**config.mk**
```make
export PLATFORM = sky130hd
export DESIGN_NAME = bimodal_pht
export DESIGN_NICKNAME = d
export VERILOG_FILES = /design/src/rtl/bpu_pkg.sv /design/src/rtl/sat_cnt_update.sv /design/src/rtl/bimodal_pht.sv
export SDC_FILE = /design/constraint.sdc
export NUM_CORES = 1
export LEC_CHECK = 0
export ABC_AREA = 1
export CAP_MARGIN = 20
export CORE_MARGIN = 3
export CORE_UTILIZATION = 35
export CTS_CLUSTER_SIZE = 40
export DETAILED_ROUTE_END_ITERATION = 10
export SLEW_MARGIN = 20
export SYNTH_ARGS = -nofsm -noshare
export SYNTH_HDL_FRONTEND = slang
export SYNTH_HIERARCHICAL = 1
export SYNTH_SLANG_ARGS = --single-unit
```
**constraint.sdc**
```tcl
create_clock -name i_clk -period 3.1 [get_ports i_clk]
set_input_delay 0.62 -clock i_clk [delete_from_list [all_inputs] [get_ports i_clk]]
set_output_delay 0.62 -clock i_clk [all_outputs]
set_load 0.05 [all_outputs]
```
**src/rtl/bpu_pkg.sv**
```systemverilog
// Shared types for the bimodal branch predictor: 2-bit counter type,
// its four encodings, the FSM state enum and a debug probe struct.
package bpu_pkg;

    typedef logic [1:0] cnt2_t;

    localparam cnt2_t CNT_SNT = 2'b00;  // strong not-taken
    localparam cnt2_t CNT_WNT = 2'b01;  // weak not-taken (init value)
    localparam cnt2_t CNT_WT  = 2'b10;  // weak taken
    localparam cnt2_t CNT_ST  = 2'b11;  // strong taken

    typedef enum logic {
        ST_INIT = 1'b0,
        ST_RUN  = 1'b1
    } pht_state_t;

    // Snapshot of the control state, exposed as one bundle for probing.
    typedef struct packed {
        pht_state_t state;
        logic       init_last;
        logic       pred_accept;
        logic       upd_fire;
    } pht_dbg_t;

endpackage

```
**src/rtl/sat_cnt_update.sv**
```systemverilog
// Two-bit saturating counter step: +1 on taken (max 11), -1 on not-taken (min 00).
module sat_cnt_update
    import bpu_pkg::*;
(
    input  cnt2_t count,
    input  logic  taken,
    output cnt2_t next_count
);

    // Step the counter toward the resolved direction, clamping at the ends.
    always_comb begin
        next_count = count;
        if (taken) begin
            if (count != CNT_ST) next_count = cnt2_t'(count + 2'd1);
        end else begin
            if (count != CNT_SNT) next_count = cnt2_t'(count - 2'd1);
        end
    end

endmodule

```
**src/rtl/bimodal_pht.sv**
```systemverilog
// Bimodal pattern history table: a flat array of 2-bit counters indexed by
// pc[IDX_W+1:2]. After reset every entry is rewritten to weak-NT, one per
// cycle, before requests are accepted. Predictions push a counter snapshot
// to an external FIFO; resolved branches pop it (in program order) and use
// the snapshot as the base for the saturating update.
//
// Predict handshake: a request is taken when i_pred_valid and o_pred_ready
// are both high in the same cycle; i_pred_valid without o_pred_ready is
// simply ignored (no holding or replay), and o_pred_ready never depends on
// i_pred_valid. The result appears one cycle later on o_pred_valid for a
// single cycle, with no back-pressure on the result side.
module bimodal_pht
    import bpu_pkg::*;
#(
    parameter int PHT_DEPTH = 64,
    parameter int PC_WIDTH  = 32
) (
    input  logic                i_clk,
    input  logic                i_rstn,
    input  logic                i_pred_valid,
    input  logic [PC_WIDTH-1:0] i_pred_pc,
    output logic                o_pred_ready,
    output logic                o_pred_valid,
    output logic                o_pred_taken,
    output logic                o_fifo_write,
    output logic [1:0]          o_fifo_wrcnt,
    input  logic                i_fifo_full,
    input  logic                i_upd_valid,
    input  logic [PC_WIDTH-1:0] i_upd_pc,
    input  logic                i_upd_taken,
    output logic                o_fifo_read,
    input  logic [1:0]          i_fifo_rdcnt,
    input  logic                i_fifo_miss,
    output logic                o_init_done,
    output logic [7:0]          o_miss_cnt
);

    localparam int IDX_W = $clog2(PHT_DEPTH);

    pht_state_t       state, state_nxt;
    logic [IDX_W-1:0] init_idx, init_idx_nxt;
    logic             init_last;
    logic             run;

    logic [IDX_W-1:0] pred_idx, upd_idx;
    logic             pred_accept, upd_fire;
    cnt2_t            upd_base, upd_next, pred_cnt;

    logic             wr_en;
    logic [IDX_W-1:0] wr_idx;
    cnt2_t            wr_data;

    cnt2_t            pht [PHT_DEPTH];

    // Only the index bits of the PCs select an entry; the rest are don't-care.
    logic             unused_pc_bits;
    // Probe point for bound checkers; not read by the logic.
    pht_dbg_t         dbg_unused;

    assign unused_pc_bits = ^{i_pred_pc[PC_WIDTH-1:IDX_W+2], i_pred_pc[1:0],
                              i_upd_pc[PC_WIDTH-1:IDX_W+2], i_upd_pc[1:0]};

    assign pred_idx  = i_pred_pc[IDX_W+1:2];
    assign upd_idx   = i_upd_pc[IDX_W+1:2];
    assign run       = (state == ST_RUN);
    assign init_last = (init_idx == IDX_W'(PHT_DEPTH - 1));

    // FSM register: INIT walks the table, RUN is terminal until reset.
    always_ff @(posedge i_clk or negedge i_rstn) begin
        if (!i_rstn) begin
            state    <= ST_INIT;
            init_idx <= '0;
        end else begin
            state    <= state_nxt;
            init_idx <= init_idx_nxt;
        end
    end

    // FSM next state: advance the init index each cycle, leave INIT after the last entry.
    always_comb begin
        state_nxt    = state;
        init_idx_nxt = init_idx;
        case (state)
            ST_INIT: begin
                init_idx_nxt = init_idx + IDX_W'(1);
                if (init_last) state_nxt = ST_RUN;
            end
            ST_RUN:  state_nxt = ST_RUN;
            default: state_nxt = ST_INIT;
        endcase
    end

    assign o_init_done  = run;
    assign o_pred_ready = run & ~i_fifo_full;
    assign pred_accept  = i_pred_valid & o_pred_ready;
    assign upd_fire     = run & i_upd_valid;
    assign o_fifo_read  = upd_fire & ~i_fifo_miss;

    // Update path: the FIFO snapshot is the base unless the FIFO ran dry.
    assign upd_base = i_fifo_miss ? pht[upd_idx] : i_fifo_rdcnt;

    sat_cnt_update u_sat (
        .count      (upd_base),
        .taken      (i_upd_taken),
        .next_count (upd_next)
    );

    // Predict read with bypass from a same-cycle update to the same entry.
    always_comb begin
        pred_cnt = pht[pred_idx];
        if (upd_fire && (upd_idx == pred_idx)) pred_cnt = upd_next;
    end

    assign o_fifo_write = pred_accept;
    assign o_fifo_wrcnt = pred_accept ? pred_cnt : CNT_SNT;

    // Single write port: init sweep has the port during INIT, updates during RUN.
    always_comb begin
        wr_en   = 1'b0;
        wr_idx  = init_idx;
        wr_data = CNT_WNT;
        if (state == ST_INIT) begin
            wr_en = 1'b1;
        end else if (upd_fire) begin
            wr_en   = 1'b1;
            wr_idx  = upd_idx;
            wr_data = upd_next;
        end
    end

    // Counter table storage; no reset, INIT rewrites every entry.
    always_ff @(posedge i_clk) begin
        if (wr_en) pht[wr_idx] <= wr_data;
    end

    // Registered prediction result and saturating miss counter.
    always_ff @(posedge i_clk or negedge i_rstn) begin
        if (!i_rstn) begin
            o_pred_valid <= 1'b0;
            o_pred_taken <= 1'b0;
            o_miss_cnt   <= 8'd0;
        end else begin
            o_pred_valid <= pred_accept;
            if (pred_accept) o_pred_taken <= pred_cnt[1];
            if (upd_fire && i_fifo_miss && (o_miss_cnt != 8'hFF))
                o_miss_cnt <= o_miss_cnt + 8'd1;
        end
    end

    assign dbg_unused = '{state: state, init_last: init_last,
                          pred_accept: pred_accept, upd_fire: upd_fire};

endmodule

```
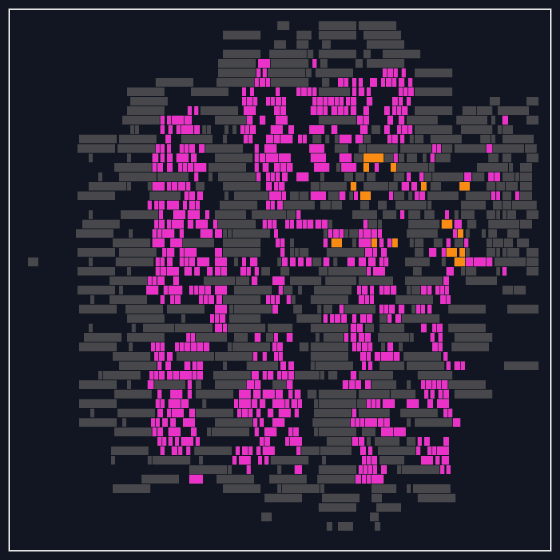
**Above:** gate families picked out.
legend:
  inverting AOI/OAI gates:
    colour: orange
    cells: 15
    most_used: o21ai_1
  NAND gates:
    colour: magenta
    cells: 580
    most_used: nand2_1
share of cell area taken by multi-input logic gates: 34.1%
final cell count without fillers: 1301
Commonest Layout Cell: nand2_1

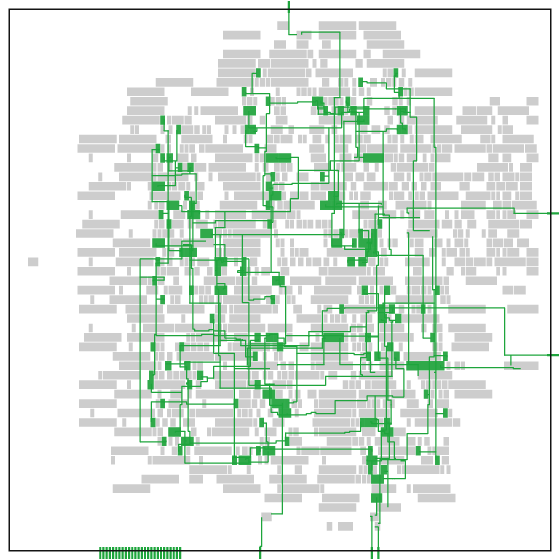
**Above:** wires at chosen ports, followed through buffers.
legend:
  i_upd_pc:
    colour: green
    bits: 32
    direction: input
    end_cells: 141
    buffers: 19
    wire: 3020 um
Port-buffer cells: 36
number of top-level pins: 89

==> run summary <==
Physical implementation status

The flow ran to the end, and the final reports show no timing, DRC or antenna violations. 691 cells are multi-input combinational gates. The number of antenna violations at the first check in global routing was 0. The tally of nets with antenna violations remaining after routing stands at 0. nand2_1 is the most common cell in the netlist.

The finished layout reports a core utilization of 48.0%. The final net count stands at 1085. In this run the register-to-register setup slack is 330 ps. At the pin with the least slew margin, the transition time is 786 ps.

By startpoint and endpoint, the worst setup path is classified as input port to primary output. The average via count per standard cell stands at 5.66. Per the synthesis report, the number of distinct cell types is 32. For the final routed database, the setup TNS stands at 0 ps. The synthesized instance count is 924.

The cell area after layout stands at 0.0105 sq mm. The area of the multi-input gates stands at 0.00358 sq mm. The number of buffers on the longest clock path stands at 2. The setup slack after placement stands at -504 ps. The floorplan die area stands at 0.0242 sq mm. The count of instantiated cells in the yosys netlist stands at 924.

Across the whole layout, storage elements account for 0.00427 sq mm. The final routed wire length divided by cell count stands at 20.2 um. The class occupying the most area after layout is reported as registers. The final count of negative-setup-slack endpoints stands at 0. For the finished layout, the period the worst path requires is 3010 ps.

The placed cell count stands at 1244. The worst setup path is launched from an input port. The total number of yosys warnings stands at 6. The total via count after detailed routing stands at 7360. The final layout report lists a clock buffer count of 18. For this run, the leading register cell type out of synthesis is edfxtp_1. The vertical die dimension stands at 155 um. The share of the synthesized area in the top cell type stands at 49.2%. STA shows the worst min-delay path finishing at o_pred_taken. The first global-routing pass estimated 37200 um of wire. The number of logic inverters in the finished layout stands at 36. The worst-case reg-to-reg path depth stands at 25. The violation tally recorded at the end of detailed-routing iteration 0 is 841.

Global routing consumed, over all layers together, 20.2% of the routing resources. Tracing the worst setup path back leads to its startpoint at i_upd_pc[2]. The later-pin clock latency in the skew report stands at 430 ps. The worst hold path begins at o_pred_taken. The layout report lists the clock-cell share of area as 5.91%.

The stage logs contain a warning count of 79. The synthesis run shows the most used standard cells to be nand2_1, nand3_1, edfxtp_1. For this configuration, the core starts out at a cell density of 35.7%. Of all flip-flops after synthesis, the portion carrying an async set or reset was 11.7%. The areal power density over the cells stands at 463 mW/mm^2. Endpoints failing hold in the final report were tallied at 0.

The area overhead of the layout relative to synthesis stands at 34.3%. According to the cell report, flip-flops and latches in the layout number 145. The number of standard-cell rows in the floorplan stands at 54. The total power draw stands at 4860 uW. The count of plain and timing-repair buffers stands at 119. The worst setup margin stands at 87.3 ps. edfxtp_1 takes more of the synthesized area than any other cell. Per the final report, max-transition violations number 0. For reference, the clock transition at the flip-flops on the worst setup and hold paths is 50 ps. The top fanout value on the critical path stands at 7. The DRC violations left stands at 0.

STA lists the startpoint of the worst register-to-register path as pht[17][1]. The maximum vdd drop stands at 0.000302 V. Recorded from the global router log, the overflow total was 0. The hold-critical path depth stands at 2. Checking hold timing, the worst path is listed with class flop to flop. Yosys reported a register bit count of 145. The maximum clock skew at final layout stands at 9.68 ps.

The required time at the worst endpoint is listed as 2480 ps. The top cell types in the final layout, fill and taps aside, are nand2_1, nand3_1, edfxtp_1. In this run the cell area of the synthesized design comes to 0.00782 sq mm. The aggregate routed wire length stands at 26300 um. For reference, the critical path is captured by o_fifo_wrcnt[0]. The antenna diode count stands at 0. The layout buffering overhead excluding clock cells stands at 14.2%.

The report puts the hold buffer count at CTS at 0. Per the final layout report, the fraction of cells sized above drive strength 1 comes to 23.9%. The clock drives 145 sinks. The synthesis report lists the most area-consuming cells as edfxtp_1, nand3_1, nand2_1, dfrtp_1, nor2_1. The via count of the first global-routing pass stands at 6638. The final layout report lists a filler cell count of 2003. The CTS report gives the tree buffer count as 17.

Per the layout area report, the sequential fraction of cell area is 40.7%. Across all checked pins, the minimum headroom to the slew limit is 47.5%. The post-detailed-placement half-perimeter wirelength stands at 15500 um.

The tool flagged a number of max-cap violations equal to 0. Per the timing report, the achievable frequency comes out to 332 MHz. Of the available clock period, the critical path in the final layout requires 97.2%.

Per the CTS log, the root buffer master is clkbuf_16. Per the timing report, the most critical flop-to-flop path finishes at o_pred_taken. Setup repair after global routing could not meet its margin everywhere. The number of iterations in the first detailed-routing pass stands at 6.

During tapcell insertion the tool placed 280 well taps. The sequential cell area fraction in the yosys report stands at 54.6%. The congestion estimate from routability-driven global placement came to 0.892.

Once placement finished, the instance area stood at 0.00893 sq mm. TritonCTS built the clock tree. CTS built an H-tree with a depth of 4. On the critical path the data arrives at 2390 ps. The number of nets handed over by synthesis was 999. The mean area per synthesized cell stands at 8.46 sq um.

The leakage power in the latest report is 0.00422 uW. The tightest hold path in the finished design has a slack of 502 ps. STA classifies the critical path endpoint as a primary output. The synthesized netlist has a Yosys-reported chip area of 0.00782 sq mm. Counting flops with a built-in enable in the synthesized netlist gives 128. The placeable core region stands at 0.0219 sq mm. Entering global routing, the biggest net connects 45 pins.
[worst max-delay path, stage by stage]
cell,delay [ps]
buf_16,150
clkinv_16,100
clkbuf_16,180
nand2_2,60
nand3_1,90
nand3_2,80
nand3_1,80
nand2_2,110
nand2_2,60
nand3_2,60
nand2_2,70
nand2_2,60
o21ai_2,70
inv_1,60
o21ai_1,60
nand2_1,80
inv_2,40
a21oi_2,100
nand2_1,70
inv_2,70
buf_12,130
[cell families (layout without fill, tap and decap cells)]
kind of cell,count (synthesis),count (layout),share of synthesized area [%]
mux,1,1,0.144
buf+inv,88,185,4.80
simple gates,658,658,37.3
compound gates,15,15,1.20
flops,145,145,54.6
fa+ha+maj,2,2,0.320
xor+xnor,15,15,1.68
[flip-flops by register name (all words and copies together), names as in the netlist]
| signal | flops |
|---|---|
| init_idx | 6 |
| o_init_done | 1 |
| o_miss_cnt | 8 |
| o_pred_taken | 1 |
| o_pred_valid | 1 |
| pht | 128 |
[where the power goes]
| part | internal, uW | switching (uW) | total (uW) | leakage [uW] |
|---|---|---|---|---|
| Sequential | 2100 | 0.377 | 2100 | 0.00112 |
| Clock | 1410 | 768 | 2180 | 0.000297 |
| Combinational | 237 | 348 | 585 | 0.00280 |
| Total | 3740 | 1120 | 4860 | 0.00422 |
[what timing repair did]
action | 4_1_cts | 5_1_grt
gates cloned | 3 | 13
pin swaps | 2 | 51
endpoints found under the setup margin | 2 | 3
setup buffers | 9 | 2
gates resized | 27 | 122
[metal layers]
layer  up-vias  share of wire, %  global-route usage [%]
met5         -                 0                       0
met4         0               4.7                    9.25
met3       111               9.0                    3.64
met2       440                47                    32.4
met1      3476                40                    26.5
li1       3333                 -                       -
Power figures rest on the tool's default switching activity, not on a simulated workload.
